**src/rtl/fifo_pkg.sv**
```systemverilog
// ---------------------------------------------------------------------------
// fifo_pkg
// Shared constants and helpers for the FIFO blocks.
//   fifoDepth()   : number of rows addressed by a pointer of a given width
//   fifoCountW()  : width of an occupancy counter that must hold 0..DEPTH
//   FIFO_*        : default pointer width, almost-flag levels, count width
//   fifoOp_e      : which of write/read were accepted in a cycle
// ---------------------------------------------------------------------------
package fifo_pkg;

   // Rows addressed by an addrW-bit pointer
   function automatic int fifoDepth(input int addrW);
      return 1 << addrW;
   endfunction

   // Occupancy needs one extra bit so that a completely full FIFO is representable
   function automatic int fifoCountW(input int addrW);
      return addrW + 1;
   endfunction

   localparam int FIFO_ADDR_W   = 5;
   localparam int FIFO_DEPTH    = fifoDepth(FIFO_ADDR_W);
   localparam int FIFO_AF_LEVEL = FIFO_DEPTH - 4;
   localparam int FIFO_AE_LEVEL = 4;
   localparam int FIFO_COUNT_W  = fifoCountW(FIFO_ADDR_W);

   // Encoded as {write accepted, read accepted}
   typedef enum logic [1:0] {
      OP_IDLE  = 2'b00,
      OP_READ  = 2'b01,
      OP_WRITE = 2'b10,
      OP_BOTH  = 2'b11
   } fifoOp_e;

endpackage

```
**src/rtl/onehot_decoder.sv**
```systemverilog
// ---------------------------------------------------------------------------
// onehot_decoder
// N-to-2^N one-hot decoder with enable; used for the FIFO word lines.
//   sel_i  : N-bit row index
//   en_i   : when low, every output line is low
//   line_o : 2^N one-hot row lines
// ---------------------------------------------------------------------------
module onehot_decoder
   import fifo_pkg::*;
#(
   parameter int N = FIFO_ADDR_W
) (
   input  logic [N-1:0]            sel_i,
   input  logic                    en_i,
   output logic [fifoDepth(N)-1:0] line_o
);

   // Only the selected row is raised, and only while enabled, so at most one
   // line is ever high.
   always_comb begin
      line_o = '0;
      if (en_i) begin
         line_o[sel_i] = 1'b1;
      end
   end

endmodule

```
**src/rtl/fifo_wordline_ctrl.sv**
```systemverilog
// ---------------------------------------------------------------------------
// fifo_wordline_ctrl
// Pointer / word-line controller for the structural FIFO RAM.
// Holds write and read pointers, occupancy and status flags, and decodes the
// pointers into one-hot row write enables and a row read select.
//
// Optional feature macro: FIFO_WL_ALMOST_EN adds AF_LEVEL/AE_LEVEL parameters
// and registered AlmostFull_o / AlmostEmpty_o outputs.
//
// Ports
//   clk           : clock, rising edge
//   rst_n         : asynchronous active-low reset
//   Clear_i       : synchronous flush, wins over requests
//   WrReq_i       : write request
//   RdReq_i       : read request
//   WrLine_o      : one-hot row write enable (only on an accepted write)
//   RdLine_o      : one-hot row read select (whenever data is held)
//   WrAddr_o      : write pointer
//   RdAddr_o      : read pointer
//   Count_o       : occupancy 0..DEPTH
//   Full_o        : Count == DEPTH
//   Empty_o       : Count == 0
//   Overflow_o    : sticky, a write was refused while full
//   Underflow_o   : sticky, a read was refused while empty
//   AlmostFull_o  : Count >= AF_LEVEL (macro only)
//   AlmostEmpty_o : Count <= AE_LEVEL (macro only)
// ---------------------------------------------------------------------------
module fifo_wordline_ctrl
   import fifo_pkg::*;
#(
   parameter int ADDR_W = FIFO_ADDR_W
`ifdef FIFO_WL_ALMOST_EN
   ,
   parameter int AF_LEVEL = fifoDepth(ADDR_W) - 4,
   parameter int AE_LEVEL = FIFO_AE_LEVEL
`endif
) (
   input  logic                          clk,
   input  logic                          rst_n,
   input  logic                          Clear_i,
   input  logic                          WrReq_i,
   input  logic                          RdReq_i,
   output logic [fifoDepth(ADDR_W)-1:0]  WrLine_o,
   output logic [fifoDepth(ADDR_W)-1:0]  RdLine_o,
   output logic [ADDR_W-1:0]             WrAddr_o,
   output logic [ADDR_W-1:0]             RdAddr_o,
   output logic [fifoCountW(ADDR_W)-1:0] Count_o,
   output logic                          Full_o,
   output logic                          Empty_o,
   output logic                          Overflow_o,
`ifdef FIFO_WL_ALMOST_EN
   output logic                          AlmostFull_o,
   output logic                          AlmostEmpty_o,
`endif
   output logic                          Underflow_o
);

   localparam int                DEPTH     = fifoDepth(ADDR_W);
   localparam int                CNT_W     = fifoCountW(ADDR_W);
   localparam logic [CNT_W-1:0]  DEPTH_CNT = CNT_W'(DEPTH);

   logic [ADDR_W-1:0] wrPtr_q, wrPtr_d;
   logic [ADDR_W-1:0] rdPtr_q, rdPtr_d;
   logic [CNT_W-1:0]  count_q, count_d;
   logic              full_q, empty_q;
   logic              overflow_q, overflow_d;
   logic              underflow_q, underflow_d;
   logic              wrAcc, rdAcc;
   fifoOp_e           op;

   // Acceptance looks only at registered flags, so a simultaneous read on a
   // full FIFO still refuses the write in that cycle (and vice versa when
   // empty). Pointers wrap naturally because they are exactly ADDR_W wide.
   always_comb begin
      wrAcc       = WrReq_i & ~full_q & ~Clear_i;
      rdAcc       = RdReq_i & ~empty_q & ~Clear_i;
      op          = fifoOp_e'({wrAcc, rdAcc});
      wrPtr_d     = wrPtr_q;
      rdPtr_d     = rdPtr_q;
      count_d     = count_q;
      overflow_d  = overflow_q | (WrReq_i & full_q);
      underflow_d = underflow_q | (RdReq_i & empty_q);
      if (Clear_i) begin
         wrPtr_d     = '0;
         rdPtr_d     = '0;
         count_d     = '0;
         overflow_d  = 1'b0;
         underflow_d = 1'b0;
      end else begin
         if (wrAcc) wrPtr_d = wrPtr_q + ADDR_W'(1);
         if (rdAcc) rdPtr_d = rdPtr_q + ADDR_W'(1);
         case (op)
            OP_WRITE: count_d = count_q + CNT_W'(1);
            OP_READ:  count_d = count_q - CNT_W'(1);
            default:  count_d = count_q;
         endcase
      end
   end

   // Flags are computed from the next count so they line up with Count_o
   // one cycle after the accepting edge.
   always_ff @(posedge clk or negedge rst_n) begin
      if (!rst_n) begin
         wrPtr_q     <= '0;
         rdPtr_q     <= '0;
         count_q     <= '0;
         full_q      <= 1'b0;
         empty_q     <= 1'b1;
         overflow_q  <= 1'b0;
         underflow_q <= 1'b0;
      end else begin
         wrPtr_q     <= wrPtr_d;
         rdPtr_q     <= rdPtr_d;
         count_q     <= count_d;
         full_q      <= (count_d == DEPTH_CNT);
         empty_q     <= (count_d == '0);
         overflow_q  <= overflow_d;
         underflow_q <= underflow_d;
      end
   end

`ifdef FIFO_WL_ALMOST_EN
   logic almostFull_q, almostEmpty_q;

   // Threshold flags follow the same next-count timing as Full/Empty.
   always_ff @(posedge clk or negedge rst_n) begin
      if (!rst_n) begin
         almostFull_q  <= 1'b0;
         almostEmpty_q <= 1'b1;
      end else begin
         almostFull_q  <= (count_d >= CNT_W'(AF_LEVEL));
         almostEmpty_q <= (count_d <= CNT_W'(AE_LEVEL));
      end
   end

   assign AlmostFull_o  = almostFull_q;
   assign AlmostEmpty_o = almostEmpty_q;
`endif

   // The write row fires on the same edge the pointer advances; the read row
   // marks the head entry as valid whether or not a read is requested.
   onehot_decoder #(.N(ADDR_W)) uWrDec (
      .sel_i  (wrPtr_q),
      .en_i   (wrAcc),
      .line_o (WrLine_o)
   );

   onehot_decoder #(.N(ADDR_W)) uRdDec (
      .sel_i  (rdPtr_q),
      .en_i   (~empty_q),
      .line_o (RdLine_o)
   );

   assign WrAddr_o    = wrPtr_q;
   assign RdAddr_o    = rdPtr_q;
   assign Count_o     = count_q;
   assign Full_o      = full_q;
   assign Empty_o     = empty_q;
   assign Overflow_o  = overflow_q;
   assign Underflow_o = underflow_q;

endmodule

```
**config.mk**
```make
export PLATFORM = sky130hd
export DESIGN_NAME = fifo_wordline_ctrl
export DESIGN_NICKNAME = d
export VERILOG_FILES = /design/src/rtl/fifo_pkg.sv /design/src/rtl/onehot_decoder.sv /design/src/rtl/fifo_wordline_ctrl.sv
export SDC_FILE = /design/constraint.sdc
export NUM_CORES = 1
export LEC_CHECK = 0
export CAP_MARGIN = 25
export CORE_MARGIN = 3
export CORE_UTILIZATION = 41
export DETAILED_ROUTE_END_ITERATION = 10
export HOLD_SLACK_MARGIN = 0.08
export PLACE_DENSITY = 0.82
export SLEW_MARGIN = 20
export SYNTH_ARGS = -nofsm -noshare
export SYNTH_HDL_FRONTEND = slang
export SYNTH_SLANG_ARGS = --single-unit
```
**constraint.sdc**
```tcl
create_clock -name clk -period 4.35 [get_ports clk]
set_input_delay 1.305 -clock clk [delete_from_list [all_inputs] [get_ports clk]]
set_output_delay 1.305 -clock clk [all_outputs]
set_load 0.02 [all_outputs]
```
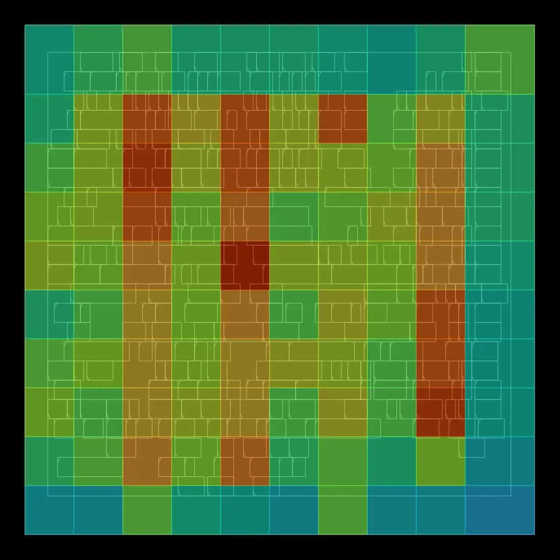
**Above:** run 1 (congestion heat map).
met2 capacity usage during global routing: 0.3337
met1 usage in global routing: 0.2264
Most Used Layer, Global Route: met2
overall fraction of global-route tracks in use: 0.1843

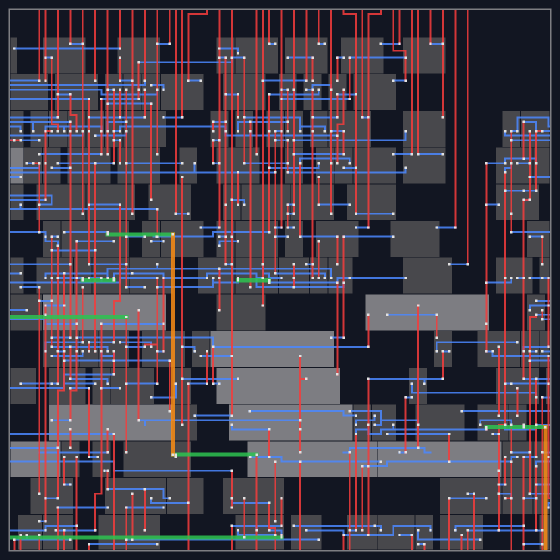
**Above:** run 1 (a small window of the routed layout).
Window x 16 to 56, y 30 to 70 um. Cells in gray, sequential cells in the stronger gray; small squares are vias.
legend:
  orange:
    layer: metal 4
  green:
    layer: metal 3
  red:
    layer: metal 2
  blue:
    layer: metal 1
most frequent: nor2_1 (43), dlygate4sd2_1 (24), dfrtp_1 (7)
cells with their middle in the window: 129
netlist names of flops here include: WrAddr_o (3), RdAddr_o (2)
sequential cells in the window: 8

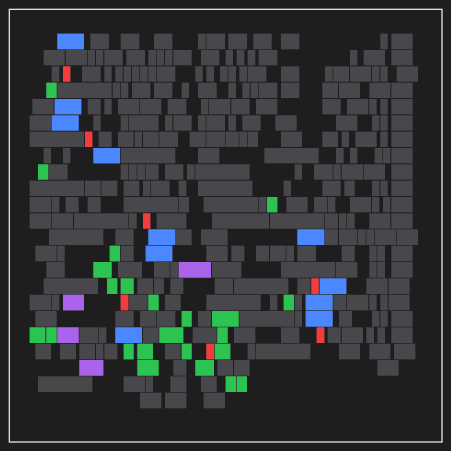
**Above:** run 1 (gate-type map).
(6 px per um)
legend:
  green:
    family: inverting AOI/OAI gates
    cells: 23
    most_used: a21oi_1
  purple:
    family: multiplexers
    cells: 4
    most_used: mux2i_1
  blue:
    family: adder and majority cells
    cells: 11
    most_used: ha_1
  red:
    family: inverters
    cells: 7
    most_used: inv_1

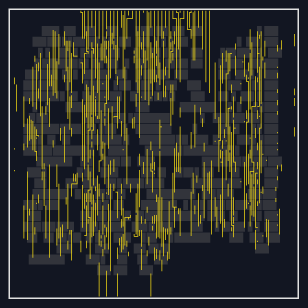
**Above:** run 1 (metal 2).
(4 px per um)
nets with wire on the layer: 271
wire length on this layer: 2430 um
share of all routed wire: 51%
longest straight run: 31.7 um
main direction: vertical

==> report_table.html, run 1 <==
<h3>Run summary</h3>
<table>
<tr><th>Metric</th><th>Value</th></tr>
<tr><th colspan="2">Outcome</th></tr>
<tr><td>Result of the run</td><td>complete, no violations</td></tr>
<tr><th colspan="2">Finish</th></tr>
<tr><td>Commonest cells after routing, fill and taps aside</td><td>87 x nor2_1, 56 x clkdlybuf4s50_1, 26 x dlygate4sd2_1</td></tr>
<tr><td>Count of non-CTS inverters in the layout</td><td>7</td></tr>
<tr><td>Filler Cells Inserted</td><td>between 300 and 400</td></tr>
<tr><td>Seq Cell Count</td><td>20</td></tr>
<tr><td>Fraction of layout cells with a size suffix above 1</td><td>0.08075</td></tr>
<tr><td>Mi-comb count</td><td>between 150 and 200</td></tr>
<tr><td>Non-filler instance count after layout</td><td>around 370</td></tr>
<tr><th colspan="2">Yosys</th></tr>
<tr><td>Comb area leader</td><td>simple AND/OR/NAND/NOR gates</td></tr>
<tr><td>Post-synthesis cell type with the largest instance count</td><td>nor2_1</td></tr>
<tr><td>Number of cell instances after yosys synthesis</td><td>around 240</td></tr>
<tr><td>Most instantiated flip-flop cell in the synthesis netlist</td><td>dfrtp_1</td></tr>
<tr><td>Cell accounting for the most synthesized area</td><td>dfrtp_1</td></tr>
<tr><td>Post-synth tally of flip-flops with integrated enable</td><td>0</td></tr>
<tr><td>Synth Cell Area</td><td>between 0.0015 and 0.002 mm2</td></tr>
<tr><td>Number of storage elements in the synthesis netlist</td><td>20</td></tr>
<tr><th colspan="2">CTS</th></tr>
<tr><td>Count of cells resized by post-cts repair</td><td>32</td></tr>
<tr><td>Cell at the root of the clock tree</td><td>clkbuf_8</td></tr>
<tr><td>TritonCTS clock tree</td><td>yes</td></tr>
<tr><td>Setup fix buffers added after clock tree synthesis</td><td>0</td></tr>
<tr><td>Number of buffers created by CTS</td><td>3</td></tr>
<tr><td>Number of sinks on the clock net</td><td>20</td></tr>
<tr><td>Skew-Pair Late Insertion Delay</td><td>0.26 ns</td></tr>
<tr><th colspan="2">Min path</th></tr>
<tr><td>Instance count along the most critical hold path</td><td>2</td></tr>
<tr><th colspan="2">Placed design</th></tr>
<tr><td>Worst-case setup slack after placement</td><td>-0.1963 ns</td></tr>
<tr><td>Post-DP HPWL</td><td>about 3800 um</td></tr>
<tr><th colspan="2">Setup path</th></tr>
<tr><td>Cell-by-cell trace of the critical path</td><td>clkdlybuf4s50_1 -&gt; nor2b_1 -&gt; nor2b_1 -&gt; buf_4 -&gt; nand2_1 -&gt; nor2_1 -&gt; dlygate4sd2_1</td></tr>
<tr><td>Cell type with the highest occurrence count on the critical path</td><td>nor2b_1</td></tr>
<tr><td>CP startpoint</td><td>WrReq_i</td></tr>
<tr><th colspan="2">Power and ir drop</th></tr>
<tr><td>Internal power</td><td>approximately 420 uW</td></tr>
<tr><td>Sequential Power Share</td><td>0.372</td></tr>
<tr><td>Switching power of the nets</td><td>~270 uW</td></tr>
<tr><td>Share of total power consumed by net switching</td><td>0.3909</td></tr>
<tr><th colspan="2">Routing</th></tr>
<tr><td>Routed met3 length</td><td>about 360 um</td></tr>
<tr><td>Met2 WL</td><td>2433 um</td></tr>
<tr><th colspan="2">STA</th></tr>
<tr><td>Unrepaired setup endpoints after global routing</td><td>false</td></tr>
<tr><td>Share of the clock period used by the worst path after layout</td><td>0.9736</td></tr>
<tr><td>Hold_ws</td><td>0.5113 ns</td></tr>
<tr><td>Max Clock Skew</td><td>about 0.0037 ns</td></tr>
<tr><th colspan="2">Global route</th></tr>
<tr><td>Fraction of met3 tracks used by global routing</td><td>0.03787</td></tr>
<tr><th colspan="2">Floorplan</th></tr>
<tr><td>Placement Rows</td><td>23</td></tr>
<tr><td>Die outline height</td><td>around 70 um</td></tr>
</table>
## Run 2: what changed since run 1
--- a/config.mk
+++ b/config.mk
@@ -10,7 +10,7 @@
 export CORE_UTILIZATION = 41
 export DETAILED_ROUTE_END_ITERATION = 10
 export HOLD_SLACK_MARGIN = 0.08
-export PLACE_DENSITY = 0.82
+export PLACE_DENSITY = 0.92
 export SLEW_MARGIN = 20
 export SYNTH_ARGS = -nofsm -noshare
 export SYNTH_HDL_FRONTEND = slang
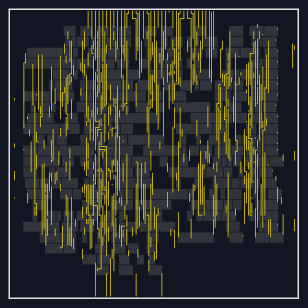
**Above:** run 2 (metal 2).
(4 px per um)
wire length on this layer: 2430 um
main direction: vertical

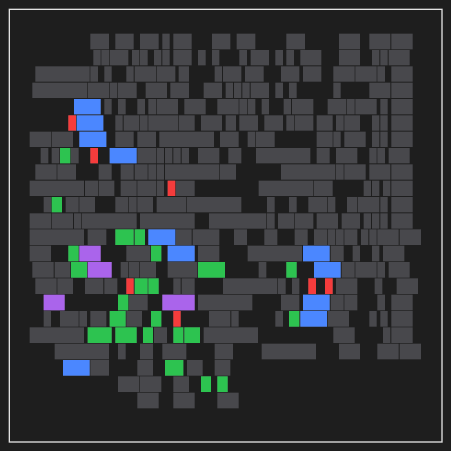
**Above:** run 2 (gate-type map).
(6 px per um)
legend:
  blue:
    family: adder and majority cells
    cells: 11
    most_used: ha_1
  green:
    family: inverting AOI/OAI gates
    cells: 23
    most_used: a21oi_1
  purple:
    family: multiplexers
    cells: 4
    most_used: mux2i_1
  red:
    family: inverters
    cells: 7
    most_used: inv_1

==> report_table.html, run 2 <==
<h3>Run summary</h3>
<table>
<tr><th>Metric</th><th>Value</th></tr>
<tr><th colspan="2">Outcome</th></tr>
<tr><td>Result of the run</td><td>complete, no violations</td></tr>
<tr><th colspan="2">Finish</th></tr>
<tr><td>Fraction of layout cells with a size suffix above 1</td><td>0.07210 (-0.008645)</td></tr>
<tr><td>Antenna diodes</td><td>0</td></tr>
<tr><td>Most frequent standard cell in the layout excluding fill and tap cells</td><td>nor2_1</td></tr>
<tr><td>Area taken by flip-flops and latches</td><td>501.7 um2</td></tr>
<tr><td>Count of non-CTS inverters in the layout</td><td>7 (unchanged)</td></tr>
<tr><td>Area added between synthesis and finish</td><td>50.91%</td></tr>
<tr><td>Non-clock buffer instance count of the final layout</td><td>94</td></tr>
<tr><td>Final layout net count</td><td>around 340</td></tr>
<tr><td>Non-filler instance count after layout</td><td>369 (-0.81%)</td></tr>
<tr><td>Filler Cells Inserted</td><td>369 (-3.4%)</td></tr>
<tr><td>Mi-comb count</td><td>194 (unchanged)</td></tr>
<tr><td>Combinational share of cell area</td><td>0.4315</td></tr>
<tr><td>Commonest cells after routing, fill and taps aside</td><td>87 x nor2_1, 56 x clkdlybuf4s50_1, 24 x dlygate4sd2_1</td></tr>
<tr><td>Seq Cell Count</td><td>20 (unchanged)</td></tr>
<tr><th colspan="2">Routing</th></tr>
<tr><td>Met2 WL</td><td>2434 um (about the same)</td></tr>
<tr><td>Total vias in the final route</td><td>1894</td></tr>
<tr><td>Top layer reached by signal wires</td><td>met4</td></tr>
<tr><td>Remaining number of nets flagged by the antenna check after routing</td><td>0</td></tr>
<tr><td>Routed length on met1</td><td>1972 um</td></tr>
<tr><td>Routed met3 length</td><td>343 um (-4.2%)</td></tr>
<tr><td>Post-Route WL</td><td>about 4800 um</td></tr>
<tr><td>Number of design-rule violations left by the first detailed-router iteration</td><td>between 50 and 60</td></tr>
<tr><th colspan="2">Global route</th></tr>
<tr><td>Met1 usage in global routing</td><td>0.2439 (+0.01756)</td></tr>
<tr><td>Most Used Layer, Global Route</td><td>met2</td></tr>
<tr><td>Global-route wire length before repair</td><td>just over 8000 um</td></tr>
<tr><td>Met2 capacity usage during global routing</td><td>0.3388 (+0.005102)</td></tr>
<tr><td>Initial antenna violation count</td><td>0</td></tr>
<tr><th colspan="2">STA</th></tr>
<tr><td>Share of the clock period used by the worst path after layout</td><td>0.9653 (-0.008326)</td></tr>
<tr><td>Unrepaired setup endpoints after global routing</td><td>true</td></tr>
<tr><td>Hold_ws</td><td>0.5095 ns (-0.001790 ns)</td></tr>
<tr><td>Transition at the pin with the smallest max-transition slack</td><td>between 0.8 and 0.9 ns</td></tr>
<tr><td>Achievable Freq</td><td>238.2 MHz</td></tr>
<tr><td>Max Clock Skew</td><td>0.002315 ns (-0.001431 ns)</td></tr>
<tr><td>Min cycle time layout</td><td>between 4 and 5 ns</td></tr>
<tr><th colspan="2">Yosys</th></tr>
<tr><td>Post-synthesis adder-cell area fraction</td><td>0.07736</td></tr>
<tr><td>Comb area leader</td><td>simple AND/OR/NAND/NOR gates</td></tr>
<tr><td>Number of cell instances after yosys synthesis</td><td>240 (unchanged)</td></tr>
<tr><td>Post-synth tally of flip-flops with integrated enable</td><td>0 (unchanged)</td></tr>
<tr><td>Top cell types by occurrence after synthesis</td><td>87 x nor2_1, 19 x dfrtp_1, 12 x clkbuf_1, 11 x ha_1</td></tr>
<tr><td>Cell accounting for the most synthesized area</td><td>dfrtp_1</td></tr>
<tr><td>Compound-Gate Fraction of Synth Area</td><td>0.1111</td></tr>
<tr><td>Post-synthesis cell type with the largest instance count</td><td>nor2_1</td></tr>
<tr><td>Most instantiated flip-flop cell in the synthesis netlist</td><td>dfrtp_1</td></tr>
<tr><td>Number of storage elements in the synthesis netlist</td><td>20 (unchanged)</td></tr>
<tr><td>Synth Cell Area</td><td>0.001779 mm2 (unchanged)</td></tr>
<tr><td>Library cells used by synthesis</td><td>around 46</td></tr>
<tr><th colspan="2">Floorplan</th></tr>
<tr><td>Die Width</td><td>between 70 and 80 um</td></tr>
<tr><td>Placement Rows</td><td>23 (unchanged)</td></tr>
<tr><td>Die outline height</td><td>71.88 um (unchanged)</td></tr>
<tr><th colspan="2">Power and ir drop</th></tr>
<tr><td>Largest vdd supply drop</td><td>0.1876 mV</td></tr>
<tr><td>Share of total power consumed by net switching</td><td>0.3918 (+0.0009032)</td></tr>
<tr><td>Sequential Power Share</td><td>0.371 (about the same)</td></tr>
<tr><td>Internal power</td><td>415.3 uW (-0.63%)</td></tr>
<tr><td>Power of the clock network</td><td>128 uW</td></tr>
<tr><td>Switching power of the nets</td><td>267.6 uW (-0.25%)</td></tr>
<tr><th colspan="2">Setup path</th></tr>
<tr><td>Critical path launch point type</td><td>primary input</td></tr>
<tr><td>Required time of the worst setup path</td><td>between 3 and 4 ns</td></tr>
<tr><td>Critical Path Fanout Max</td><td>8</td></tr>
<tr><td>Logic depth of the worst register-to-register path</td><td>13</td></tr>
<tr><td>Type of element capturing the critical path</td><td>output pin</td></tr>
<tr><td>Worst reg2reg startpoint</td><td>Full_o$_DFF_PN0_</td></tr>
<tr><td>Cell-by-cell trace of the critical path</td><td>clkdlybuf4s50_1 -&gt; nor2b_1 -&gt; nor2b_1 -&gt; buf_4 -&gt; nand2_1 -&gt; nor2_1 -&gt; clkdlybuf4s15_1</td></tr>
<tr><td>Cell type with the highest occurrence count on the critical path</td><td>nor2b_1</td></tr>
<tr><td>Stages on worst setup path</td><td>7</td></tr>
<tr><td>Critical path destination</td><td>WrLine_o[18]</td></tr>
<tr><td>Highest cell delay on the worst timing path</td><td>roughly 0.47 ns</td></tr>
<tr><td>CP startpoint</td><td>WrReq_i</td></tr>
<tr><td>Worst path arrival time</td><td>2.89 ns</td></tr>
<tr><th colspan="2">CTS</th></tr>
<tr><td>Maximum level of the CTS H-tree</td><td>1</td></tr>
<tr><td>Number of sinks on the clock net</td><td>20 (unchanged)</td></tr>
<tr><td>Skew-Pair Late Insertion Delay</td><td>0.26 ns (about the same)</td></tr>
<tr><td>Setup fix buffers added after clock tree synthesis</td><td>0 (unchanged)</td></tr>
<tr><td>Number of buffers created by CTS</td><td>3 (unchanged)</td></tr>
<tr><td>Count of cells resized by post-cts repair</td><td>32 (unchanged)</td></tr>
<tr><td>TritonCTS clock tree</td><td>yes</td></tr>
<tr><td>Cell at the root of the clock tree</td><td>clkbuf_8</td></tr>
<tr><th colspan="2">Run</th></tr>
<tr><td>Max cap viols</td><td>0</td></tr>
<tr><th colspan="2">Min path</th></tr>
<tr><td>Instance count along the most critical hold path</td><td>2 (unchanged)</td></tr>
<tr><th colspan="2">Placed design</th></tr>
<tr><td>Post-DP HPWL</td><td>3723 um (-1.7%)</td></tr>
<tr><td>Worst-case setup slack after placement</td><td>-0.1443 ns (+0.05200 ns)</td></tr>
</table>
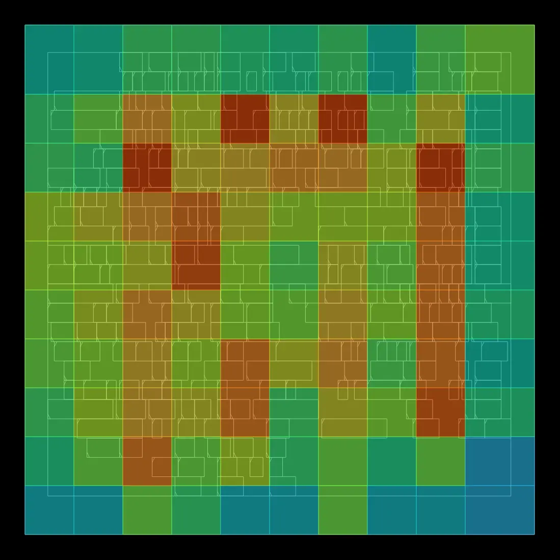
**Above:** run 2 (congestion heat map).
mean routed wirelength per cell: 12.93 um
overall fraction of global-route tracks in use: 0.1899
fraction of met3 tracks used by global routing: 0.03366
Finished Core Util: 0.6571

## Run 3: what changed since run 2
--- a/config.mk
+++ b/config.mk
@@ -7,11 +7,13 @@
 export LEC_CHECK = 0
 export CAP_MARGIN = 25
 export CORE_MARGIN = 3
-export CORE_UTILIZATION = 41
+export CORE_UTILIZATION = 40
 export DETAILED_ROUTE_END_ITERATION = 10
+export GPL_ROUTABILITY_DRIVEN = 1
 export HOLD_SLACK_MARGIN = 0.08
-export PLACE_DENSITY = 0.92
+export PLACE_DENSITY = 0.91
 export SLEW_MARGIN = 20
 export SYNTH_ARGS = -nofsm -noshare
 export SYNTH_HDL_FRONTEND = slang
+export SYNTH_HIERARCHICAL = 1
 export SYNTH_SLANG_ARGS = --single-unit
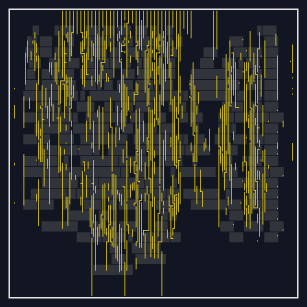
**Above:** run 3 (metal 2).
(4 px per um)
wire length on this layer: 2530 um
nets with wire on the layer: 264
share of all routed wire: 53%
main direction: vertical
longest straight run: 26.3 um

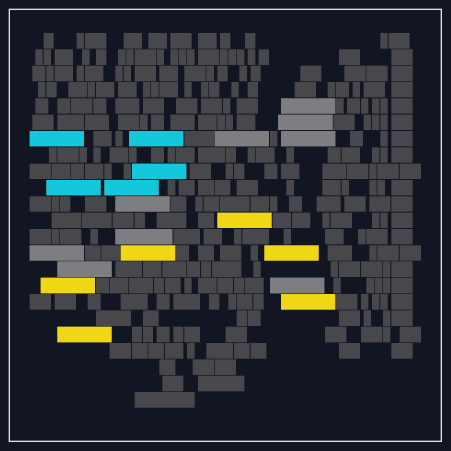
**Above:** run 3 (register map, names as in the netlist).
(6 px per um)
legend:
  yellow:
    netlist_name: Count_o
    placed_flops: 6
  cyan:
    netlist_name: WrAddr_o
    placed_flops: 5
not colored: 9

==> report_table.html, run 3 <==
<h3>Run summary</h3>
<table>
<tr><th>Metric</th><th>Value</th></tr>
<tr><th colspan="2">Outcome</th></tr>
<tr><td>Result of the run</td><td>complete, no violations</td></tr>
<tr><th colspan="2">Setup path</th></tr>
<tr><td>Critical path launch point type</td><td>primary input</td></tr>
<tr><td>Stages on worst setup path</td><td>8 (+1)</td></tr>
<tr><td>Logic depth of the worst register-to-register path</td><td>10 (-3)</td></tr>
<tr><td>CP startpoint</td><td>WrReq_i</td></tr>
<tr><td>Worst path arrival time</td><td>2.92 ns (+0.03 ns)</td></tr>
<tr><td>Worst reg2reg startpoint</td><td>Empty_o$_DFF_PN1_</td></tr>
<tr><td>Highest cell delay on the worst timing path</td><td>0.49 ns (+0.02 ns)</td></tr>
<tr><td>Cell-by-cell trace of the critical path</td><td>clkdlybuf4s50_1 -&gt; nor2b_4 -&gt; nand2_1 -&gt; inv_1 -&gt; buf_4 -&gt; nand4bb_1 -&gt; nor2_1 -&gt; clkdlybuf4s15_1</td></tr>
<tr><td>Required time of the worst setup path</td><td>3.04 ns (about the same)</td></tr>
<tr><td>Type of element capturing the critical path</td><td>output pin</td></tr>
<tr><th colspan="2">Finish</th></tr>
<tr><td>Area taken by flip-flops and latches</td><td>501.7 um2 (unchanged)</td></tr>
<tr><td>Final layout net count</td><td>312 (-7.1%)</td></tr>
<tr><td>Seq Cell Count</td><td>20 (unchanged)</td></tr>
<tr><td>Non-filler instance count after layout</td><td>351 (-4.9%)</td></tr>
<tr><td>Most frequent standard cell in the layout excluding fill and tap cells</td><td>nor2_1</td></tr>
<tr><td>Non-clock buffer instance count of the final layout</td><td>96 (+2.1%)</td></tr>
<tr><td>Area added between synthesis and finish</td><td>51.34%</td></tr>
<tr><td>Fraction of layout cells with a size suffix above 1</td><td>0.1229 (+0.05082)</td></tr>
<tr><td>Filler Cells Inserted</td><td>359 (-2.7%)</td></tr>
<tr><td>Antenna diodes</td><td>0 (unchanged)</td></tr>
<tr><td>Mi-comb count</td><td>176 (-9.3%)</td></tr>
<tr><td>Count of non-CTS inverters in the layout</td><td>5 (-2)</td></tr>
<tr><td>Finished Core Util</td><td>0.6408 (-0.01623)</td></tr>
<tr><td>Commonest cells after routing, fill and taps aside</td><td>81 x nor2_1, 56 x clkdlybuf4s50_1, 19 x dfrtp_1</td></tr>
<tr><th colspan="2">Routing</th></tr>
<tr><td>Met2 WL</td><td>2527 um (+3.8%)</td></tr>
<tr><td>Mean routed wirelength per cell</td><td>13.67 um (+5.7%)</td></tr>
<tr><td>Remaining number of nets flagged by the antenna check after routing</td><td>0 (unchanged)</td></tr>
<tr><td>Top layer reached by signal wires</td><td>met4</td></tr>
<tr><td>Routed length on met1</td><td>1882 um (-4.6%)</td></tr>
<tr><td>Number of design-rule violations left by the first detailed-router iteration</td><td>43 (-23%)</td></tr>
<tr><td>Post-Route WL</td><td>4798 um (+0.59%)</td></tr>
<tr><td>Total vias in the final route</td><td>1820 (-3.9%)</td></tr>
<tr><th colspan="2">Min path</th></tr>
<tr><td>Instance count along the most critical hold path</td><td>2 (unchanged)</td></tr>
<tr><th colspan="2">CTS</th></tr>
<tr><td>Count of cells resized by post-cts repair</td><td>42 (+31%)</td></tr>
<tr><td>Maximum level of the CTS H-tree</td><td>1 (unchanged)</td></tr>
<tr><td>TritonCTS clock tree</td><td>yes</td></tr>
<tr><td>Cell at the root of the clock tree</td><td>clkbuf_8</td></tr>
<tr><td>Skew-Pair Late Insertion Delay</td><td>0.25 ns (about the same)</td></tr>
<tr><td>Setup fix buffers added after clock tree synthesis</td><td>0 (unchanged)</td></tr>
<tr><th colspan="2">STA</th></tr>
<tr><td>Transition at the pin with the smallest max-transition slack</td><td>0.8696 ns (+0.006504 ns)</td></tr>
<tr><td>Max Clock Skew</td><td>0.0004329 ns (-0.001882 ns)</td></tr>
<tr><td>Unrepaired setup endpoints after global routing</td><td>false</td></tr>
<tr><td>Share of the clock period used by the worst path after layout</td><td>0.9722 (+0.006955)</td></tr>
<tr><td>Achievable Freq</td><td>236.5 MHz (-0.72%)</td></tr>
<tr><td>Min cycle time layout</td><td>4.229 ns (+0.03025 ns)</td></tr>
<tr><th colspan="2">Placed design</th></tr>
<tr><td>Post-DP HPWL</td><td>3815 um (+2.5%)</td></tr>
<tr><th colspan="2">Yosys</th></tr>
<tr><td>Top cell types by occurrence after synthesis</td><td>81 x nor2_1, 19 x dfrtp_1, 11 x xor2_1, 10 x clkbuf_1</td></tr>
<tr><td>Post-synth tally of flip-flops with integrated enable</td><td>0 (unchanged)</td></tr>
<tr><td>Cell accounting for the most synthesized area</td><td>dfrtp_1</td></tr>
<tr><td>Compound-Gate Fraction of Synth Area</td><td>0.1020 (-0.009159)</td></tr>
<tr><td>Synth Cell Area</td><td>0.001730 mm2 (-2.7%)</td></tr>
<tr><td>Post-synthesis adder-cell area fraction</td><td>0.03615 (-0.04120)</td></tr>
<tr><td>Number of storage elements in the synthesis netlist</td><td>20 (unchanged)</td></tr>
<tr><th colspan="2">Global route</th></tr>
<tr><td>Fraction of met3 tracks used by global routing</td><td>0.04769 (+0.01403)</td></tr>
<tr><td>Most Used Layer, Global Route</td><td>met2</td></tr>
<tr><td>Initial antenna violation count</td><td>0 (unchanged)</td></tr>
<tr><td>Met1 usage in global routing</td><td>0.2162 (-0.02771)</td></tr>
<tr><th colspan="2">Floorplan</th></tr>
<tr><td>Die outline height</td><td>71.77 um (-0.15%)</td></tr>
<tr><td>Placement Rows</td><td>23 (unchanged)</td></tr>
<tr><td>Die Width</td><td>71.77 um (-0.15%)</td></tr>
<tr><th colspan="2">Power and ir drop</th></tr>
<tr><td>Sequential Power Share</td><td>0.401 (+0.030)</td></tr>
<tr><td>Share of total power consumed by net switching</td><td>0.3553 (-0.03654)</td></tr>
<tr><td>Internal power</td><td>373.2 uW (-10%)</td></tr>
</table>
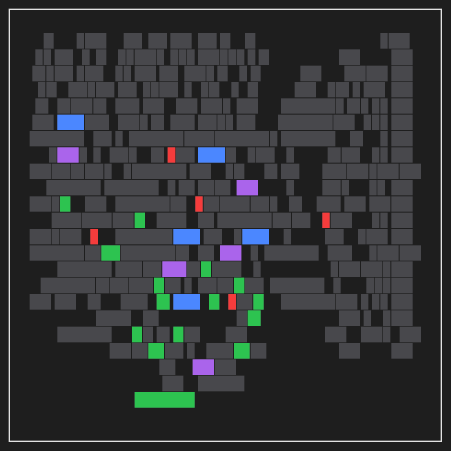
**Above:** run 3 (gate-type map).
(6 px per um)
legend:
  green:
    family: inverting AOI/OAI gates
    cells: 15
    most_used: a21oi_1
  purple:
    family: multiplexers
    cells: 5
    most_used: mux2i_1
  blue:
    family: adder and majority cells
    cells: 5
    most_used: ha_1
    where: center
  red:
    family: inverters
    cells: 5
    most_used: inv_1

Power figures rest on the tool's default switching activity, not on a simulated workload.
